**Run 1: metal 1**

Drawn at 2 px/um. Cells faint in the background.
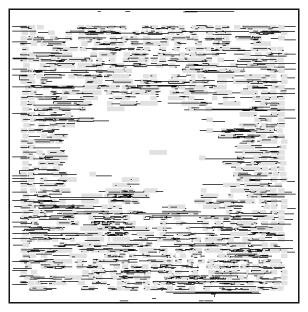
**Run 1: met2 routing**

Drawn at 3 px/um.
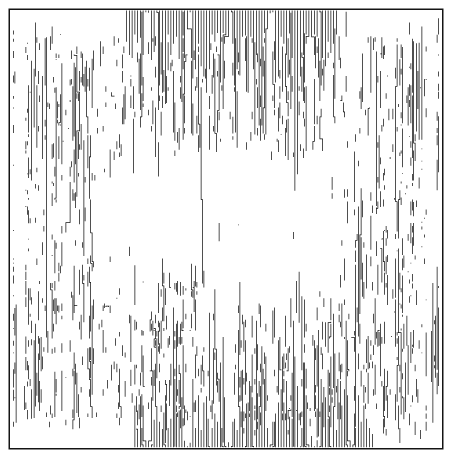
**Run 1: metal 3**

Drawn at 2 px/um. Cells faint in the background.
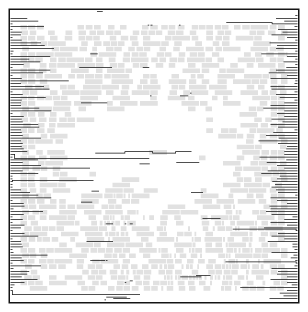
**Run 1: met4 routing**

Drawn at 2 px/um. Cells faint in the background.
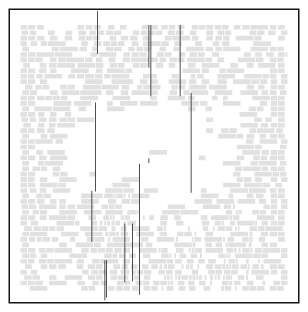
## config.mk

```make
export PLATFORM = sky130hd
export DESIGN_NAME = c7bcsr_arb
export DESIGN_NICKNAME = d
export VERILOG_FILES = /design/src/rtl/c7bcsr_arb.sv
export SDC_FILE = /design/constraint.sdc
export NUM_CORES = 1
export LEC_CHECK = 0
export CAP_MARGIN = 20
export CORE_AREA = 5 5 139 141
export DETAILED_ROUTE_END_ITERATION = 7
export DIE_AREA = 0 0 144 146
export PLACE_DENSITY = 0.75
export SETUP_SLACK_MARGIN = 0.05
export SYNTH_ARGS = -nofsm -noshare
export SYNTH_HDL_FRONTEND = slang
export SYNTH_SLANG_ARGS = --single-unit
```

## constraint.sdc

```tcl
create_clock -name clk -period 6.5 [get_ports clk]
set_input_delay 1.95 -clock clk [delete_from_list [all_inputs] [get_ports clk]]
set_output_delay 1.95 -clock clk [all_outputs]
set_load 0.005 [all_outputs]
```

## src/rtl/c7bcsr_arb.sv

```systemverilog
// Arbiter/sequencer sharing the c7bcsr access port between pipeline CSR ops and a four-phase debug requester.
// Optional macro C7BCSR_ARB_DBG_WPROT_EN drops debug writes to address >= 0x100 and flags dbg_csr_err.
//
// state   | meaning
// --------+--------------------------------------------------------------
// IDLE    | pipeline owns the port; debug request captured while waiting
// GRANT   | debug owns the port; pipeline stalled; write retried on except/ertn
// ACK     | one-cycle debug acknowledge; pipeline owns the port
// DROP    | wait for debug req to fall before accepting a new request
module c7bcsr_arb #(
  parameter int CSR_AW     = 14,
  parameter int STARVE_MAX = 15,
  parameter int CNT_W      = 4
) (
  input  logic              clk,
  input  logic              resetn,
  input  logic              exu_csr_vld,
  input  logic [CSR_AW-1:0] exu_csr_raddr,
  input  logic [CSR_AW-1:0] exu_csr_waddr,
  input  logic [31:0]       exu_csr_wdata,
  input  logic [31:0]       exu_csr_mask,
  input  logic              exu_csr_wen,
  output logic [31:0]       csr_exu_rdata,
  output logic              csr_exu_stall,
  input  logic              exu_ifu_except,
  input  logic              ecl_csr_ertn_w,
  input  logic              dbg_csr_req,
  input  logic              dbg_csr_we,
  input  logic [CSR_AW-1:0] dbg_csr_addr,
  input  logic [31:0]       dbg_csr_wdata,
  input  logic [31:0]       dbg_csr_mask,
  output logic              dbg_csr_ack,
  output logic [31:0]       dbg_csr_rdata,
  output logic              dbg_csr_err,
  output logic [CSR_AW-1:0] csr_raddr,
  output logic [CSR_AW-1:0] csr_waddr,
  output logic [31:0]       csr_wdata,
  output logic [31:0]       csr_mask,
  output logic              csr_wen,
  input  logic [31:0]       csr_rdata
);

  typedef enum logic [1:0] {
    S_IDLE  = 2'd0,
    S_GRANT = 2'd1,
    S_ACK   = 2'd2,
    S_DROP  = 2'd3
  } state_t;

  state_t             r_state;
  state_t             w_state_nxt;
  logic [CNT_W-1:0]   r_starve_cnt;
  logic               r_dbg_we;
  logic [CSR_AW-1:0]  r_dbg_addr;
  logic [31:0]        r_dbg_wdata;
  logic [31:0]        r_dbg_mask;
  logic [31:0]        r_dbg_rdata;

  logic               w_evt;
  logic               w_starved;
  logic               w_dbg_go;
  logic               w_grant_hold;
  logic               w_wprot;

  // exception/ertn commits update CSR state through their own mux legs
  assign w_evt        = exu_ifu_except | ecl_csr_ertn_w;
  assign w_starved    = (r_starve_cnt == CNT_W'(STARVE_MAX));
  assign w_dbg_go     = dbg_csr_req & (~exu_csr_vld | w_starved) & ~w_evt;
  assign w_grant_hold = r_dbg_we & w_evt;

`ifdef C7BCSR_ARB_DBG_WPROT_EN
  logic r_dbg_err;

  assign w_wprot     = r_dbg_we & (32'(r_dbg_addr) >= 32'h100);
  assign dbg_csr_err = r_dbg_err;

  always_ff @(posedge clk or negedge resetn) begin
    if (!resetn) begin
      r_dbg_err <= 1'b0;
    end else if (r_state == S_GRANT && !w_grant_hold) begin
      r_dbg_err <= w_wprot;
    end
  end
`else
  assign w_wprot     = 1'b0;
  assign dbg_csr_err = 1'b0;
`endif

  assign csr_exu_rdata = csr_rdata;
  assign dbg_csr_rdata = r_dbg_rdata;

  always_ff @(posedge clk or negedge resetn) begin
    if (!resetn) begin
      r_state <= S_IDLE;
    end else begin
      r_state <= w_state_nxt;
    end
  end

  always_comb begin
    w_state_nxt   = r_state;
    csr_raddr     = exu_csr_raddr;
    csr_waddr     = exu_csr_waddr;
    csr_wdata     = exu_csr_wdata;
    csr_mask      = exu_csr_mask;
    csr_wen       = exu_csr_vld & exu_csr_wen;
    csr_exu_stall = 1'b0;
    dbg_csr_ack   = 1'b0;
    case (r_state)
      S_IDLE: begin
        if (w_dbg_go) begin
          w_state_nxt = S_GRANT;
        end
      end
      S_GRANT: begin
        csr_raddr     = r_dbg_addr;
        csr_waddr     = r_dbg_addr;
        csr_wdata     = r_dbg_wdata;
        csr_mask      = r_dbg_mask;
        csr_wen       = r_dbg_we & ~w_evt & ~w_wprot;
        csr_exu_stall = 1'b1;
        if (!w_grant_hold) begin
          w_state_nxt = S_ACK;
        end
      end
      S_ACK: begin
        dbg_csr_ack = 1'b1;
        w_state_nxt = S_DROP;
      end
      S_DROP: begin
        if (!dbg_csr_req) begin
          w_state_nxt = S_IDLE;
        end
      end
      default: w_state_nxt = S_IDLE;
    endcase
  end

  // starvation counter only runs while debug waits behind a busy pipeline
  always_ff @(posedge clk or negedge resetn) begin
    if (!resetn) begin
      r_starve_cnt <= '0;
    end else if (r_state == S_IDLE) begin
      if (w_dbg_go) begin
        r_starve_cnt <= '0;
      end else if (dbg_csr_req && exu_csr_vld && !w_starved) begin
        r_starve_cnt <= r_starve_cnt + CNT_W'(1);
      end
    end
  end

  always_ff @(posedge clk or negedge resetn) begin
    if (!resetn) begin
      r_dbg_we    <= 1'b0;
      r_dbg_addr  <= '0;
      r_dbg_wdata <= '0;
      r_dbg_mask  <= '0;
    end else if (r_state == S_IDLE && dbg_csr_req) begin
      r_dbg_we    <= dbg_csr_we;
      r_dbg_addr  <= dbg_csr_addr;
      r_dbg_wdata <= dbg_csr_wdata;
      r_dbg_mask  <= dbg_csr_mask;
    end
  end

  // read data is the pre-write value when the access is a write
  always_ff @(posedge clk or negedge resetn) begin
    if (!resetn) begin
      r_dbg_rdata <= '0;
    end else if (r_state == S_GRANT && !w_grant_hold) begin
      r_dbg_rdata <= csr_rdata;
    end
  end

endmodule

```

==> impl_metrics.json, run 1 <==
{
  "status": "finished clean",
  "period_used_pct": 81.1,
  "grt_pass1_wl_um": 27600,
  "clock_sinks": 117,
  "drv_cap": 0,
  "cts_hold_buf": 0,
  "nNonClkBuffers": 375,
  "ys.flop_type": "dfrtp_1",
  "clkTransAtPathRegs_ns": 0.06,
  "first_pass_iters": 4,
  "nNetsFinal": 1013,
  "timing.hold.ws_ns": 0.490,
  "layout.cells.non_filler": 1039,
  "drc_errors": 0,
  "cts_buffers": 17,
  "yosys_area_um2": 5850,
  "ant_nets": 0,
  "synth-async-reset-ratio_pct": 100,
  "area_share_nonclk_buffers_pct": 36.9,
  "multi_input_comb_cells": 255,
  "critPathTopFamily": "buffers and inverters",
  "comb_area_share_pct": 24.2,
  "p_seq_share_pct": 30.4,
  "flops": 117,
  "combGateArea_um2": 2460,
  "grt_pass1_vias": 5113,
  "path_cells": "clkdlybuf4s50_1 > nor2_1 > nand3_1 > o21ai_0 > clkdlybuf4s50_1",
  "final.setup.tns_ns": 0,
  "vdd_ir_drop_max_uv": 213,
  "clock_latency_ns": 0.41,
  "cp-endpoint": "csr_wen",
  "ys_cells": 460,
  "worst_pin_slew_ns": 0.920,
  "grt_max_degree": 67,
  "power.leakage_nw": 4.15,
  "combPwrFrac_pct": 46.9,
  "grt_antenna_before_repair": 1,
  "synth_area_um2": 5850,
  "seq_area_um2": 2930,
  "power_leader": "combinational cells",
  "initialDrtViolationCount": 102,
  "ys.flops": 117,
  "io_pins": 370,
  "top_layer": "met5",
  "wl_met3_um": 2140,
  "dp_hpwl_um": 14200,
  "min_path_type": "flop to flop",
  "setup_ws_ns": 1.23,
  "grt_busiest_layer": "met2",
  "area_growth_pct": 73.6,
  "clk-power_uw": 971,
  "final-clk-cell-share_pct": 6.14,
  "use_met3_pct": 7.46,
  "io_buffers": 368,
  "power_per_cell_area_nw_per_um2": 421,
  "nFillCells": 1522,
  "grt_use_met2_pct": 28.4,
  "critical_path.max_stage_delay_ns": 0.54,
  "lay_top_cells": "clkdlybuf4s50_1, mux2_2, dfrtp_1",
  "vias": 4690,
  "p_comb_mw": 2.00,
  "max_freq_mhz": 190,
  "met2_length_um": 8790,
  "grt-ovfl-total": 0,
  "period_needed_ns": 5.27,
  "wirelength_um": 17900,
  "finalMaxSlewViolations": 0,
  "path_common_cell": "clkdlybuf4s50_1",
  "crit_slowest_cell": "clkdlybuf4s50_1",
  "fin_area_um2": 10200,
  "cp-start-kind": "input pin",
  "grt.total_usage_pct": 17.0,
  "die-width_um": 144,
  "n_all_inverters": 31,
  "synth_cell_types": 26,
  "wl_per_cell_um": 17.2,
  "post_cts.repair.setup_buffers": 0,
  "fin_util_pct": 57.0,
  "slew_headroom_pct": 38.7,
  "dp.cells": 1007,
  "r2r_cells": 5,
  "root_buffer": "clkbuf_16",
  "edf_count": 0,
  "cp.depth": 5,
  "design.die.area_um2": 21000,
  "core_um2": 17800,
  "hold_viol": 0,
  "tool_warnings": 30,
  "seq_power_mw": 1.30,
  "die_y_um": 146,
  "tritoncts": "done",
  "syn_nets": 676,
  "holdPathEnd": "dbg_csr_rdata[21]",
  "crit_required_ns": 4.55,
  "layout-drive-gt1-share_pct": 26.8
}
About 'metal 1':
853 nets have wire on it. The layer holds 37% of the routed length.

About 'met2 routing':
903 nets have wire on it. The layer holds 49% of the routed length. The longest straight run is 100 um. The layer carries 8790 um of wire. The wires run mostly vertical.

About 'metal 3':
The layer holds 12% of the routed length. 219 nets have wire on it.

About 'met4 routing':
The longest straight run is 65.3 um. The wires run mostly vertical.

## run 1: cell usage after synthesis, types with 2 or more instances
master    count  area, um^2
mux2_2      172        1940
dfrtp_1     117        2930
buf_4        33         248
inv_1        31         116
o21ai_0      30         150
buf_2        19        95.1
nand2_1      19        71.3
ha_1          6        75.1
clkbuf_1      5        18.8
mux2_1        4        45.0
nand3_1       4        20.0
nor2_1        3        11.3
a21oi_1       2        10.0
a22o_1        2        17.5
mux2i_1       2        20.0
## run 1: kinds of logic after synthesis
kind of cell / after synthesis / synth area share, %
AOI/OAI and AO/OA: 38 / 3.70
adders and majority gates: 6 / 1.28
buffers and inverters: 88 / 8.16
DFF: 117 / 50.0
muxes: 179 / 34.5
other: 1 / 0.0641
and+or+nand+nor: 31 / 2.33
==> inputs of run 2 (changes only) <==
CORE_AREA = 5 5 140 142   (was 5 5 139 141)
DIE_AREA = 0 0 145 147   (was 0 0 144 146)
PLACE_DENSITY = 0.74   (was 0.75)
clock period = 5.3 ns   (was 6.5 ns; I/O delays follow)
==> impl_metrics.json, run 2 <==
{
  "cts_hold_buf": 0,
  "finalSetupViolations": 0,
  "core_um2": 18300,
  "globalplace.congestion": 0.794,
  "clock_sinks": 117,
  "crit_slowest_cell": "clkdlybuf4s50_1",
  "wl_met1_um": 6840,
  "io_pins": 370,
  "vdd_ir_drop_max_uv": 261,
  "grt_pass1_vias": 5182,
  "path_common_cell": "clkdlybuf4s50_1",
  "area_growth_pct": 72.7,
  "most_common_cell": "mux2_2",
  "layout.cells.non_filler": 1044,
  "cp-endpoint": "csr_wen",
  "power.leakage_nw": 4.12,
  "synth-xor-area-share_pct": 0,
  "clk_path_buf_depth": 2,
  "final_common_cell": "clkdlybuf4s50_1",
  "drv_cap": 0,
  "holdPathEnd": "dbg_csr_rdata[10]",
  "grt_busiest_layer": "met2",
  "path_cells": "clkdlybuf4s50_1 > nor2_1 > nand3_1 > o21ai_0 > clkdlybuf4s50_1",
  "finalMaxSlewViolations": 0,
  "yosys_area_um2": 5850,
  "nFillCells": 1620,
  "crit_required_ns": 3.71,
  "finalPower_mw": 5.13,
  "grt_max_degree": 61,
  "root_buffer": "clkbuf_16",
  "top_cells_by_area": "dfrtp_1, mux2_2, buf_4",
  "clkTransAtPathRegs_ns": 0.06,
  "cp.depth": 5,
  "design.die.area_um2": 21300,
  "cp-start-kind": "input pin",
  "netlist.top_cell.by_area": "dfrtp_1",
  "min_path_type": "flop to flop",
  "syn_nets": 676,
  "synth_cell_types": 26,
  "r2r_cells": 5,
  "post_cts.repair.setup_buffers": 0,
  "p_seq_share_pct": 31.0,
  "initialDrtViolationCount": 106,
  "internal-power_mw": 3.63,
  "grt-ovfl-total": 0,
  "period_used_pct": 86.5,
  "cts_buffers": 17,
  "critPathCaptureType": "output pin",
  "wirelength_um": 18200,
  "worstPathArrival_ns": 2.99,
  "fin_area_um2": 10100,
  "via_per_inst": 4.52,
  "fa_ha_area_share_pct": 1.28,
  "nNetsFinal": 1012,
  "lay_top_cells": "clkdlybuf4s50_1, mux2_2, dfrtp_1",
  "hold_start": "dbg_csr_rdata[10]",
  "ys.flops": 117,
  "yosysWarnings": 0,
  "hold_viol": 0,
  "worst_pin_slew_ns": 0.791,
  "critPathTopFamily": "buffers and inverters",
  "synthTopCellsByCount": "mux2_2, dfrtp_1, buf_4, inv_1, o21ai_0",
  "die_y_um": 147,
  "wl_met3_um": 1820,
  "startpoint": "ecl_csr_ertn_w",
  "slew_headroom_pct": 47.3,
  "ys_top_logic_family": "multiplexers",
  "io_buffers": 368,
  "compound_area_share_pct": 3.70,
  "tool_warnings": 30,
  "met2_length_um": 9120,
  "layout-drive-gt1-share_pct": 26.6,
  "power_switching_mw": 1.49,
  "first_pass_iters": 4,
  "ys_sh_mux_pct": 34.5,
  "rsz0062_at_grt": "no",
  "max_freq_mhz": 218,
  "cts-resized-gates": 0,
  "final.setup.tns_ns": 0,
  "timing.hold.ws_ns": 0.489,
  "dp_hpwl_um": 14600,
  "ys.flop_type": "dfrtp_1",
  "grt_antenna_before_repair": 2,
  "dp.cells": 1011,
  "top_layer": "met5",
  "grt_pass1_wl_um": 28400,
  "ys_sh_simple_pct": 2.33,
  "period_needed_ns": 4.58,
  "grt_use_met2_pct": 29.0,
  "status": "finished clean",
  "drc_errors": 0,
  "power_per_cell_area_nw_per_um2": 507,
  "vias": 4723,
  "clock_latency_ns": 0.41,
  "grt.total_usage_pct": 16.8,
  "critical_path.max_stage_delay_ns": 0.57,
  "combPwrFrac_pct": 47.9,
  "globalRouteMet1Util_pct": 18.5,
  "die-width_um": 145,
  "yosysTopAreaCellShare_pct": 50.0,
  "synth-async-reset-ratio_pct": 100,
  "edf_count": 0,
  "tritoncts": "done",
  "synthCells": 460,
  "crit_path_max_fanout": 3,
  "ant_nets": 0,
  "ys_cells": 460,
  "fin_skew_ns": 0.0104,
  "r2r_setup_slack_ns": 3.14,
  "setup_ws_ns": 0.717,
  "synth_area_um2": 5850
}
## run 2: cell counts after synthesis
No cell type changed its count.
## run 2: area by class of cell
| cell class | count | area [um^2] | share of cell area [%] |
|---|---|---|---|
| flip-flops and latches | 117 | 2930 | 29.0 |
| diodes | 1 | 2.50 | 0.0247 |
| clock buffers | 18 | 429 | 4.24 |
| repair buffers | 374 | 3750 | 37.1 |
| well taps | 234 | 293 | 2.90 |
| inverters | 31 | 116 | 1.15 |
| multi-input cells | 255 | 2460 | 24.4 |
| clock inverters | 14 | 130 | 1.29 |
## run 2: power by group through the flow
stage	combinational, mW	clock [mW]	sequential [mW]
final	2.46	1.08	1.59
after global routing	2.66	1.16	1.65
after CTS	2.50	1.11	1.60
after detailed placement	2.49	0	1.61
after global placement	2.46	0	1.60
after floorplan	1.24	0	1.55
**Run 2: track usage over the die**

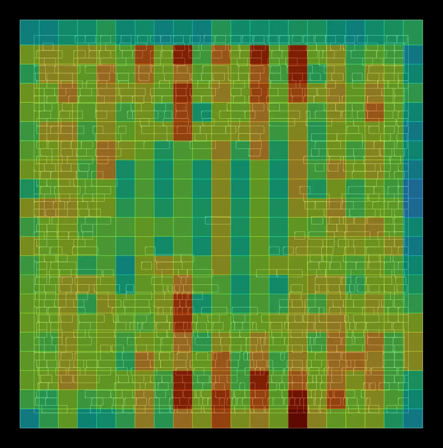
routed length per placed instance: 17.5 um
Finished Core Util: 55.2%
met3 Usage GRT: 7.59%

**Run 2: met2 routing**

Drawn at 3 px/um.
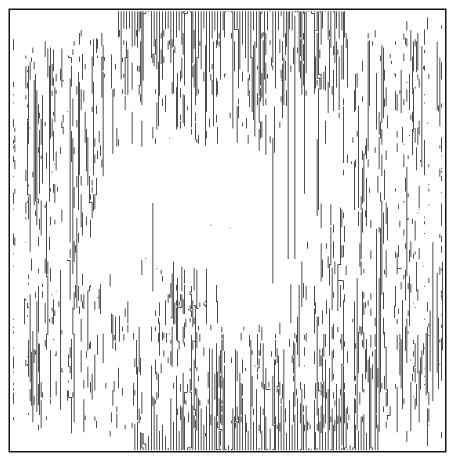
The layer holds 50% of the routed length. The layer carries 9120 um of wire. 921 nets have wire on it.

==> inputs of run 3 (changes only) <==
CORE_AREA = 3 3 142 144   (was 5 5 140 142)
PLACE_DENSITY = 0.71   (was 0.74)
==> impl_metrics.json, run 3 <==
{
  "status": "finished clean",
  "fin_skew_ns": 0.0127,
  "io_buffers": 368,
  "ys_top_logic_family": "multiplexers",
  "synthCells": 460,
  "clk_path_buf_depth": 2,
  "ant_nets": 0,
  "post_cts.repair.setup_buffers": 0,
  "finalPower_mw": 5.24,
  "setup_ws_ns": 0.729,
  "period_used_pct": 86.2,
  "grt_pass1_vias": 4899,
  "cp-endpoint": "csr_wen",
  "worst_pin_slew_ns": 0.929,
  "die-width_um": 145,
  "cp-start-kind": "input pin",
  "drv_cap": 0,
  "ys.flops": 117,
  "startpoint": "ecl_csr_ertn_w",
  "wl_per_cell_um": 16.9,
  "yosys_area_um2": 5850,
  "min_path_type": "flop to flop",
  "dp_hpwl_um": 14100,
  "final.setup.tns_ns": 0,
  "nNetsFinal": 1013,
  "final_common_cell": "clkdlybuf4s50_1",
  "ys_sh_mux_pct": 34.5,
  "vias": 4707,
  "period_needed_ns": 4.57,
  "top_cells_by_area": "dfrtp_1, mux2_2, buf_4",
  "slew_headroom_pct": 37.9,
  "power_per_cell_area_nw_per_um2": 514,
  "core_um2": 18800,
  "cts_buffers": 17,
  "grt_pass1_wl_um": 28300,
  "power_leader": "combinational cells",
  "design.die.area_um2": 21300,
  "cts_hold_buf": 0,
  "holdPathEnd": "dbg_csr_rdata[10]",
  "seq_power_mw": 1.59,
  "finalMaxSlewViolations": 0,
  "power_switching_mw": 1.50,
  "clock_sinks": 117,
  "worstPathArrival_ns": 2.98,
  "synth_area_um2": 5850,
  "p_seq_share_pct": 30.4,
  "first_pass_iters": 4,
  "clk-power_mw": 1.20,
  "fin_util_pct": 54.2,
  "via_per_inst": 4.39,
  "hold_viol": 0,
  "die_y_um": 147,
  "nFillCells": 1641,
  "p_comb_mw": 2.45,
  "yosysTopAreaCellShare_pct": 50.0,
  "globalplace.congestion": 0.802,
  "synth-xor-area-share_pct": 0,
  "edf_count": 0,
  "r2r_cells": 6,
  "netlist.top_cell.by_area": "dfrtp_1",
  "max_freq_mhz": 219,
  "area_growth_pct": 74.2,
  "compound_area_share_pct": 3.70,
  "r2r_setup_slack_ns": 2.45,
  "crit_path_max_fanout": 3,
  "grt_max_degree": 94,
  "fa_ha_area_share_pct": 1.28,
  "fin_area_um2": 10200,
  "synth-async-reset-ratio_pct": 100,
  "clkTransAtPathRegs_ns": 0.06,
  "cts-resized-gates": 0
}
-- run 3: per-layer routing --
metal / global-route usage (%) / wire length [um]
met1: 20.1 / 7310
met2: 28.1 / 8850
met3: 6.79 / 1650
met4: 5.13 / 279
met5: 0 / 16
-- run 3: area by class of cell --
type / count / area, um^2 / share of cell area (%)
Timing Repair Buffer: 375 / 3750 / 36.7
Sequential cell: 117 / 2930 / 28.7
Inverter: 31 / 116 / 1.14
Antenna cell: 2 / 5.00 / 0.0491
Clock buffer: 18 / 439 / 4.31
Multi-Input combinational cell: 255 / 2460 / 24.1
Clock inverter: 14 / 175 / 1.72
Tap cell: 260 / 325 / 3.19
-- run 3: worst max-delay path, cell delays in order --
cell	delay, ns
clkdlybuf4s50_1	0.44
nor2_1	0.18
nand3_1	0.09
o21ai_0	0.11
clkdlybuf4s50_1	0.56
**Run 3: metal 1**

Drawn at 2 px/um. Cells faint in the background.
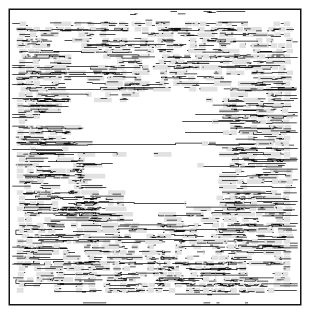
The wires run mostly horizontal. The layer carries 7310 um of wire. The layer holds 40% of the routed length.

**Run 3: track usage over the die**

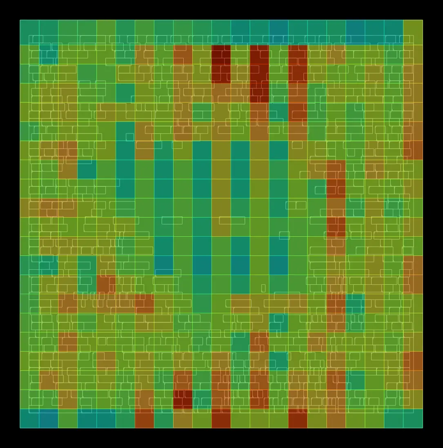
overall routing resource usage: 16.8%
global routing's busiest layer: met2

Power figures rest on the tool's default switching activity, not on a simulated workload.
